run_1/pdn.png
Pins as bars on the die edge.
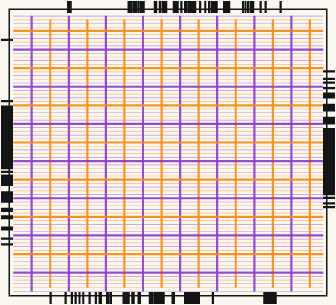
run_1/cell_classes.png
Scale bar: 50 um.
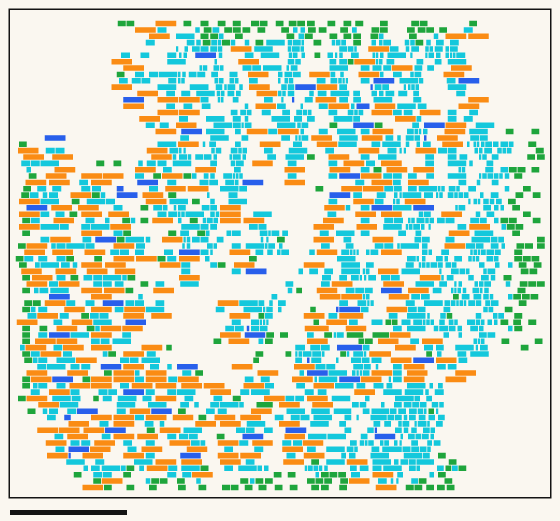
run_1/clock_map.png
Scale bar: 50 um.
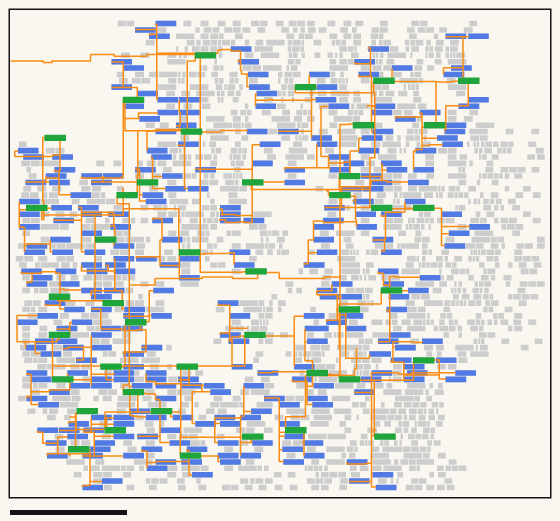
$ cat src/rtl/wb_commit_if.sv
`default_nettype none
// ============================================================================
//  Module      : wb_commit_if
//  Description : Bus bundle for the write-back commit buffer: producer
//                handshake, register-file write port and forwarding lookups.
//                The slave modport is the buffer side, master the user side.
//  Revision    : 1.0  initial release
// ============================================================================
interface wb_commit_if #(
  parameter int DEPTH = 4
);
  localparam int CW = $clog2(DEPTH) + 1;

  // Producer side
  logic          in_valid;
  logic          in_ready;
  logic          in_we;
  logic [4:0]    in_rd;
  logic [31:0]   in_wd;
  logic [31:0]   in_pc;

  // Register-file write port
  logic          drain_en;
  logic          rf_we;
  logic [4:0]    rf_rd;
  logic [31:0]   rf_wd;
  logic [31:0]   rf_pc;

  // Forwarding lookups
  logic [4:0]    fwd_a1;
  logic [4:0]    fwd_a2;
  logic          fwd_hit1;
  logic          fwd_hit2;
  logic [31:0]   fwd_d1;
  logic [31:0]   fwd_d2;

  // Occupancy
  logic [CW-1:0] count;

  modport slave (
    input  in_valid, in_we, in_rd, in_wd, in_pc,
    input  drain_en, fwd_a1, fwd_a2,
    output in_ready, rf_we, rf_rd, rf_wd, rf_pc,
    output fwd_hit1, fwd_hit2, fwd_d1, fwd_d2, count
  );

  modport master (
    output in_valid, in_we, in_rd, in_wd, in_pc,
    output drain_en, fwd_a1, fwd_a2,
    input  in_ready, rf_we, rf_rd, rf_wd, rf_pc,
    input  fwd_hit1, fwd_hit2, fwd_d1, fwd_d2, count
  );
endinterface
`default_nettype wire

$ cat src/rtl/wb_commit.sv
`default_nettype none
// ============================================================================
//  Module      : wb_commit
//  Description : In-order write-back commit buffer. Accepts register
//                write-backs from a producer, holds up to DEPTH of them and
//                drains them in FIFO order to the register-file write port
//                whenever that port is granted. Pending entries are visible
//                to two forwarding lookups (youngest match wins, x0 never
//                hits). Entries that do not write a register are accepted
//                and dropped.
//  Options     : `define WB_COMMIT_TRACE_EN prints one line per retired write
//                at the popping edge; the logic is identical either way.
//  Revision    : 1.0  initial release
// ============================================================================
module wb_commit #(
  parameter int DEPTH = 4
) (
  input  logic           clk,
  input  logic           reset,
  wb_commit_if.slave     bus
);

  localparam int PW = $clog2(DEPTH);
  localparam int CW = PW + 1;

  // Only power-of-two depths from 2 to 16 are legal: pointer wrap relies on
  // natural binary overflow of a PW-bit pointer.
  generate
    if ((DEPTH < 2) || (DEPTH > 16) || ((DEPTH & (DEPTH - 1)) != 0)) begin : g_bad_depth
      $error("wb_commit: DEPTH must be a power of two from 2 to 16");
    end
  endgenerate

  // --------------------------------------------------------------------------
  // State
  // --------------------------------------------------------------------------
  logic [4:0]    r_rd [DEPTH];
  logic [31:0]   r_wd [DEPTH];
  logic [31:0]   r_pc [DEPTH];
  logic [PW-1:0] r_wr_ptr;
  logic [PW-1:0] r_rd_ptr;
  logic [CW-1:0] r_count;

  // --------------------------------------------------------------------------
  // Handshake decode
  // --------------------------------------------------------------------------
  logic w_empty;
  logic w_full;
  logic w_accept;
  logic w_keep;
  logic w_pop;

  assign w_empty  = (r_count == '0);
  // No push-through when full: a simultaneous pop does not open a slot
  // until the following cycle.
  assign w_full   = (r_count == CW'(DEPTH));
  assign w_accept = bus.in_valid && !w_full;
  // Non-writing entries and writes to x0 complete the handshake but are not
  // stored.
  assign w_keep   = w_accept && bus.in_we && (bus.in_rd != 5'd0);
  assign w_pop    = bus.drain_en && !w_empty;

  // Capture kept entries into the slot at the write pointer.
  always_ff @(posedge clk or posedge reset) begin
    if (reset) begin
      for (int i = 0; i < DEPTH; i++) begin
        r_rd[i] <= 5'd0;
        r_wd[i] <= 32'd0;
        r_pc[i] <= 32'd0;
      end
    end else if (w_keep) begin
      r_rd[r_wr_ptr] <= bus.in_rd;
      r_wd[r_wr_ptr] <= bus.in_wd;
      r_pc[r_wr_ptr] <= bus.in_pc;
    end
  end

  // Advance pointers (modulo DEPTH by overflow) and track occupancy.
  always_ff @(posedge clk or posedge reset) begin
    if (reset) begin
      r_wr_ptr <= '0;
      r_rd_ptr <= '0;
      r_count  <= '0;
    end else begin
      if (w_keep) begin
        r_wr_ptr <= r_wr_ptr + PW'(1);
      end
      if (w_pop) begin
        r_rd_ptr <= r_rd_ptr + PW'(1);
      end
      case ({w_keep, w_pop})
        2'b10:   r_count <= r_count + CW'(1);
        2'b01:   r_count <= r_count - CW'(1);
        default: r_count <= r_count;
      endcase
    end
  end

  // --------------------------------------------------------------------------
  // Register-file write port: head entry, zeroed when empty
  // --------------------------------------------------------------------------
  assign bus.in_ready = !w_full;
  assign bus.rf_we    = w_pop;
  assign bus.rf_rd    = w_empty ? 5'd0  : r_rd[r_rd_ptr];
  assign bus.rf_wd    = w_empty ? 32'd0 : r_wd[r_rd_ptr];
  assign bus.rf_pc    = w_empty ? 32'd0 : r_pc[r_rd_ptr];
  assign bus.count    = r_count;

  // --------------------------------------------------------------------------
  // Forwarding. Entries are walked oldest to youngest so the last match
  // seen is the youngest. Only stored entries take part, so the offer on
  // the bus this cycle is invisible, while the head being popped this cycle
  // is still stored and therefore still visible.
  // --------------------------------------------------------------------------
  logic        w_hit1;
  logic        w_hit2;
  logic [31:0] w_d1;
  logic [31:0] w_d2;

  // Lookup port 1: youngest pending entry whose destination matches fwd_a1.
  always_comb begin
    w_hit1 = 1'b0;
    w_d1   = 32'd0;
    for (int i = 0; i < DEPTH; i++) begin
      if ((CW'(i) < r_count) && (bus.fwd_a1 != 5'd0) &&
          (r_rd[r_rd_ptr + PW'(i)] == bus.fwd_a1)) begin
        w_hit1 = 1'b1;
        w_d1   = r_wd[r_rd_ptr + PW'(i)];
      end
    end
  end

  // Lookup port 2: youngest pending entry whose destination matches fwd_a2.
  always_comb begin
    w_hit2 = 1'b0;
    w_d2   = 32'd0;
    for (int i = 0; i < DEPTH; i++) begin
      if ((CW'(i) < r_count) && (bus.fwd_a2 != 5'd0) &&
          (r_rd[r_rd_ptr + PW'(i)] == bus.fwd_a2)) begin
        w_hit2 = 1'b1;
        w_d2   = r_wd[r_rd_ptr + PW'(i)];
      end
    end
  end

  assign bus.fwd_hit1 = w_hit1;
  assign bus.fwd_hit2 = w_hit2;
  assign bus.fwd_d1   = w_d1;
  assign bus.fwd_d2   = w_d2;

`ifdef WB_COMMIT_TRACE_EN
  // Report each retiring write at the edge that pops it.
  always @(posedge clk) begin
    if (!reset && w_pop) begin
      $display("@%08h: $%02d <= %08h", bus.rf_pc, bus.rf_rd, bus.rf_wd);
    end
  end
`else
`endif

endmodule
`default_nettype wire

$ cat src/flat_wrapper.sv
// flat-port wrapper written by rule: the top's interface ports become plain ports
module wb_commit_flat 
#(
  parameter int DEPTH = 4
)
  (clk, reset, bus_in_valid, bus_in_we, bus_in_rd, bus_in_wd, bus_in_pc, bus_drain_en, bus_fwd_a1, bus_fwd_a2, bus_in_ready, bus_rf_we, bus_rf_rd, bus_rf_wd, bus_rf_pc, bus_fwd_hit1, bus_fwd_hit2, bus_fwd_d1, bus_fwd_d2, bus_count);
  wb_commit_if #(.DEPTH(DEPTH)) bus_i ();
  input  logic clk;
  input  logic reset;
  input wire logic [$bits(bus_i.in_valid)-1:0] bus_in_valid;
  input wire logic [$bits(bus_i.in_we)-1:0] bus_in_we;
  input wire logic [$bits(bus_i.in_rd)-1:0] bus_in_rd;
  input wire logic [$bits(bus_i.in_wd)-1:0] bus_in_wd;
  input wire logic [$bits(bus_i.in_pc)-1:0] bus_in_pc;
  input wire logic [$bits(bus_i.drain_en)-1:0] bus_drain_en;
  input wire logic [$bits(bus_i.fwd_a1)-1:0] bus_fwd_a1;
  input wire logic [$bits(bus_i.fwd_a2)-1:0] bus_fwd_a2;
  output wire logic [$bits(bus_i.in_ready)-1:0] bus_in_ready;
  output wire logic [$bits(bus_i.rf_we)-1:0] bus_rf_we;
  output wire logic [$bits(bus_i.rf_rd)-1:0] bus_rf_rd;
  output wire logic [$bits(bus_i.rf_wd)-1:0] bus_rf_wd;
  output wire logic [$bits(bus_i.rf_pc)-1:0] bus_rf_pc;
  output wire logic [$bits(bus_i.fwd_hit1)-1:0] bus_fwd_hit1;
  output wire logic [$bits(bus_i.fwd_hit2)-1:0] bus_fwd_hit2;
  output wire logic [$bits(bus_i.fwd_d1)-1:0] bus_fwd_d1;
  output wire logic [$bits(bus_i.fwd_d2)-1:0] bus_fwd_d2;
  output wire logic [$bits(bus_i.count)-1:0] bus_count;
  assign bus_i.in_valid = bus_in_valid;
  assign bus_i.in_we = bus_in_we;
  assign bus_i.in_rd = bus_in_rd;
  assign bus_i.in_wd = bus_in_wd;
  assign bus_i.in_pc = bus_in_pc;
  assign bus_i.drain_en = bus_drain_en;
  assign bus_i.fwd_a1 = bus_fwd_a1;
  assign bus_i.fwd_a2 = bus_fwd_a2;
  assign bus_in_ready = bus_i.in_ready;
  assign bus_rf_we = bus_i.rf_we;
  assign bus_rf_rd = bus_i.rf_rd;
  assign bus_rf_wd = bus_i.rf_wd;
  assign bus_rf_pc = bus_i.rf_pc;
  assign bus_fwd_hit1 = bus_i.fwd_hit1;
  assign bus_fwd_hit2 = bus_i.fwd_hit2;
  assign bus_fwd_d1 = bus_i.fwd_d1;
  assign bus_fwd_d2 = bus_i.fwd_d2;
  assign bus_count = bus_i.count;
  wb_commit #(.DEPTH(DEPTH)) u_core (.clk(clk), .reset(reset), .bus(bus_i));
endmodule
$ cat config.mk
export PLATFORM = sky130hd
export DESIGN_NAME = wb_commit_flat
export DESIGN_NICKNAME = d
export VERILOG_FILES = /design/src/rtl/wb_commit_if.sv /design/src/rtl/wb_commit.sv /design/src/flat_wrapper.sv
export SDC_FILE = /design/constraint.sdc
export NUM_CORES = 1
export LEC_CHECK = 0
export CAP_MARGIN = 10
export CORE_ASPECT_RATIO = 0.9
export CORE_MARGIN = 2
export CORE_UTILIZATION = 40
export CTS_BUF_LIST = sky130_fd_sc_hd__clkbuf_16
export CTS_CLUSTER_SIZE = 8
export DETAILED_ROUTE_END_ITERATION = 7
export PLACE_DENSITY = 0.64
export SYNTH_ARGS = -nofsm -noshare
export SYNTH_HDL_FRONTEND = slang
export SYNTH_SLANG_ARGS = --single-unit
$ cat constraint.sdc
create_clock -name clk -period 10.6 [get_ports clk]
set_input_delay 3.18 -clock clk [delete_from_list [all_inputs] [get_ports clk]]
set_output_delay 3.18 -clock clk [all_outputs]
set_load 0.01 [all_outputs]
==> impl_metrics.py, run 1 <==
# Metrics from the implementation run
metrics = {
    "cts": {
        "clock_latency_ns": 0.56,
    },
    "setup_path": {
        "critPathKind": "in -> out",
        "crit_cells": 9,
        "crit_chain": "clkdlybuf4s50_1 -> nor4_1 -> a21boi_0 -> and4_1 -> and3_1 -> buf_4 -> a21oi_1 -> o22ai_1 -> clkdlybuf4s50_1",
        "startpoint_type": "input port",
        "reg2reg_setup_slack_ns": 6.84,
        "crit_family": "buffers and inverters",
        "slowest_stage": "and3_1",
        "r2r_end": "u_core.r_wd[64]",
    },
    "layout": {
        "fin_util_pct": 48.74,
        "final_nets": 1768,
    },
    "power": {
        "swShare_pct": 40.26,
    },
    "placed_design": {
        "postPlaceCellArea_um2": 21100,
        "io_buffers": 223,
    },
    "route": {
        "finalWirelength_mm": 53.90,
        "firstDrtPassIters": 5,
    },
    "grt": {
        "grt_pass1_vias": 14164,
    },
    "timing": {
        "setup_viol": 0,
        "worst_pin_slew_ns": 1.301,
        "setup-tns-final_ns": 0,
    },
    "floorplanning": {
        "rows": 74,
    },
    "synthesis": {
        "synth_nets": 1620,
        "synth_flops": 283,
        "yosys_area_um2": 18580,
        "synthCells": 1527,
    },
    "run_status": {
        "outcome": "finished, final reports clean",
    },
}
-- pdn.png (at the start) --
colour	net
orange	VDD
purple	VSS
signal pins	224
met4 straps	16
met1 rails	75
worst vdd ir: 0.0002680 V
Die Wd: 231.2 um
Core Box Area: 45650 um^2
Die Span Y: 208.5 um

-- cell_classes.png (at the start) --
colour	class	cells	share of their area
cyan	all other logic	1103	50%
orange	flip-flops	283	33%
blue	clock drivers and dummy loads	54	5.3%
green	other buffers and delay cells	245	11%

-- clock_map.png (at the start) --
[blue] flip-flops | count: 283
[orange] clock wires | length: 4290 um
[green] cells driving clock nets | count: 42
flops lie	spread over the die
routed clock nets	43
skew final: 0.02875 ns
power of the clock network: 1190 uW
Clk network pwr share: 14.3%

[run 1: area by class of cell]
class,count,area (um^2)
clock buffer,42,1051
inverter,11,45.04
fill,3992,23400
sequential,283,7091
clock inverter,12,93.84
timing repair buffer,245,2435
antenna,4,10.01
tap,608,760.7
multi-input combinational,1092,10760
[run 1: cell usage after synthesis, drive strengths merged, types with 24 or more instances]
cell / instances / area [um^2]
a21oi: 75 / 375.4
and4: 25 / 219.0
dfrtp: 283 / 7082
nand4b: 24 / 210.2
mux2: 304 / 3423
mux2i: 110 / 1101
nor2: 75 / 284.0
xnor2: 30 / 262.8
o22ai: 24 / 150.1
nor2b: 70 / 437.9
o211ai: 32 / 240.2
a31oi: 28 / 175.2
o21ai: 38 / 190.2
buf: 106 / 624.4
nand2: 39 / 148.9
clkbuf: 35 / 131.4
mux4: 118 / 2658
[run 1: kinds of logic (layout without fill, tap and decap cells)]
logic type | Yosys count | after routing | share of synthesized area [%]
muxes | 532 | 532 | 38.66
xor gates and xnor gates | 42 | 42 | 1.980
and+or+nand+nor | 288 | 288 | 9.207
adders and majority gates | 9 | 9 | 0.6062
AOI/OAI and AO/OA | 221 | 221 | 7.139
DFF | 283 | 283 | 38.12
buffers and inverters | 152 | 310 | 4.290
other | 0 | 4 | 0
[run 1: metrics by stage]
step	std cells	hold WS, ns	worst slack, ns
2_1_floorplan	1527	0.4739	2.517
3_3_place_gp	2239	0.4818	0.9054
3_5_place_dp	2239	0.4884	0.8576
4_1_cts	2293	0.4990	0.8457
5_1_grt	2295	0.5087	0.5875
6_report	2297	0.4968	0.7883
[run 1: flip-flops by register name, summed over array words and instances (netlist names)]
name,count
u_core.r_pc,128
u_core.r_wd,128
u_core.r_rd_ptr,2
u_core.bus.count,3
u_core.r_rd,20
u_core.r_wr_ptr,2
==> inputs of run 2 (changes only) <==
Settings changed: GPL_ROUTABILITY_DRIVEN from default to 0.
run_2/clock_map.png
Scale bar: 50 um.
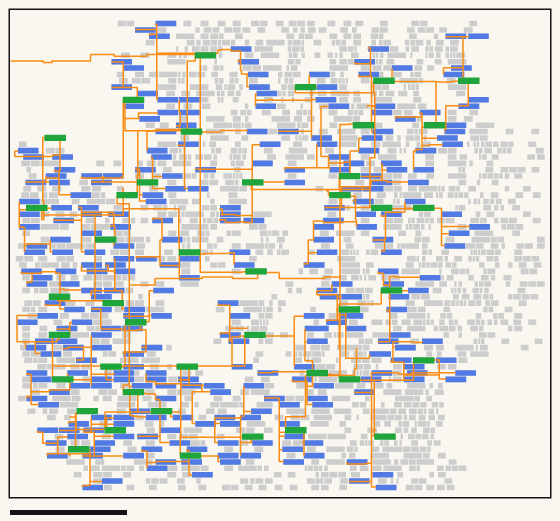
[orange] clock wires | length: 4290 um
[blue] flip-flops | count: 283
[green] cells driving clock nets | count: 42
routed clock nets	43

==> run 2 against run 1 <==
Compared with the run above:
- sequential power hardly changed
- sequential share of layout area unchanged
- global-route usage unchanged
- via count unchanged
- synthesized cell count is the same
- critical path depth did not move
- first-iteration DRC count unchanged
- maximum frequency is the same
- critical path type unchanged
- largest power group unchanged
==> impl_metrics.py, run 2 <==
# Metrics from the implementation run
metrics = {
    "setup_path": {
        "r2r_end": "u_core.r_wd[64]",
        "startpoint_type": "input port",
        "reg2reg_setup_slack_ns": 6.84,
        "rr_startpoint": "u_core.bus.count[2]",
        "crit_chain": "clkdlybuf4s50_1 -> nor4_1 -> a21boi_0 -> and4_1 -> and3_1 -> buf_4 -> a21oi_1 -> o22ai_1 -> clkdlybuf4s50_1",
        "slowest_stage": "and3_1",
        "crit_family": "buffers and inverters",
    },
    "power": {
        "power_switching_uw": 3345,
        "pwr-share-clk_pct": 14.3,
        "peakVddDrop_v": 0.0002680,
        "swShare_pct": 40.26,
        "powerClk_uw": 1190,
    },
    "timing": {
        "setup-tns-final_ns": 0,
        "worst_slack_ns": 0.7883,
        "worst_pin_slew_ns": 1.301,
        "hold_viol_final": 0,
        "setup_viol": 0,
        "worst_clock_skew_ns": 0.02875,
        "slew_viol_final": 0,
        "whs_ns": 0.4968,
    },
    "synthesis": {
        "yosys_area_um2": 18580,
        "synthCells": 1527,
        "top_area_cell": "dfrtp_1",
        "yosys-top-cells-area": "dfrtp_1 (38%), mux2_2 (18%), mux4_2 (14%)",
        "yosys-top-cells-count": "mux2_2 (304), dfrtp_1 (283), mux4_2 (118), mux2i_1 (110), a21oi_1 (75)",
        "ys_cells": 1527,
        "synth_nets": 1620,
        "ys_types": 54,
        "top_area_share_pct": 38.12,
        "synth_flops": 283,
        "top_cell": "mux2_2",
    },
    "run_status": {
        "outcome": "finished, final reports clean",
    },
    "floorplanning": {
        "die_w_um": 231.2,
        "core-area_um2": 45650,
        "rows": 74,
        "fp.dieH_um": 208.5,
    },
    "layout": {
        "final_nets": 1768,
        "fin_cells": 2297,
        "top_regs": "u_core.r_pc (128), u_core.r_wd (128), u_core.r_rd (20)",
        "fin_util_pct": 48.74,
        "final_cell_mix": "mux2_2 (304), dfrtp_1 (280), clkdlybuf4s50_1 (223)",
    },
    "cts": {
        "cts_hold_buffers": 0,
        "clock_latency_ns": 0.56,
    },
    "placed_design": {
        "dp.cells": 2239,
        "postPlaceCellArea_um2": 21100,
        "dp_slack_ns": 0.8576,
    },
    "route": {
        "finalWirelength_mm": 53.90,
    },
    "grt": {
        "grt_pass1_vias": 14164,
    },
}
==> run 2: cell counts after synthesis <==
No cell type changed its count.
==> run 2: worst reg2reg max path, delay by kind of cell, from the launching register on <==
family                 cells  cell delay [ns]
AND-OR/OR-AND              1             0.91
buffers and inverters      2             0.93
flip-flops                 1             0.44
multiplexers               1             0.39
AND/OR/NAND/NOR            3             0.97
==> run 2: per-layer routing <==
| layer | vias to the layer above | routed length, um | track usage [%] |
|---|---|---|---|
| met5 | - | 44 | 0 |
| met4 | 6 | 1288 | 7.675 |
| met3 | 95 | 4394 | 6.442 |
| met2 | 506 | 24970 | 34.87 |
| met1 | 7130 | 23200 | 29.72 |
| li1 | 6105 | - | - |
==> run 2: worst max-delay path by stage <==
stage | endpoint | slack (ns) | cells past startpoint
floorplan | bus_fwd_d1[10] | 2.52 | 9
global placement | bus_fwd_d2[20] | 0.91 | 9
detailed placement | bus_fwd_d2[21] | 0.86 | 9
CTS | bus_fwd_d2[21] | 0.85 | 9
global route | bus_fwd_d2[19] | 0.59 | 9
finish | bus_fwd_d2[12] | 0.79 | 9
==> run 2: cell families (layout without fill, tap and decap cells) <==
family,after synthesis,in the layout,share of synthesized area (%)
buffers and inverters,152,310,4.290
and+or+nand+nor,288,288,9.207
xor gates and xnor gates,42,42,1.980
other,0,4,0
AOI/OAI and AO/OA,221,221,7.139
muxes,532,532,38.66
adders and majority gates,9,9,0.6062
DFF,283,283,38.12
==> run 2: final cells by class <==
cell class | instances | area, um^2
Clock inverter | 12 | 93.84
Sequential cell | 283 | 7091
Inverter | 11 | 45.04
Timing Repair Buffer | 245 | 2435
Tap cell | 608 | 760.7
Multi-Input combinational cell | 1092 | 10760
Clock buffer | 42 | 1051
Antenna cell | 4 | 10.01
Fill cell | 3992 | 23400
No activity file was given, so power comes from the tool's default toggle rates.
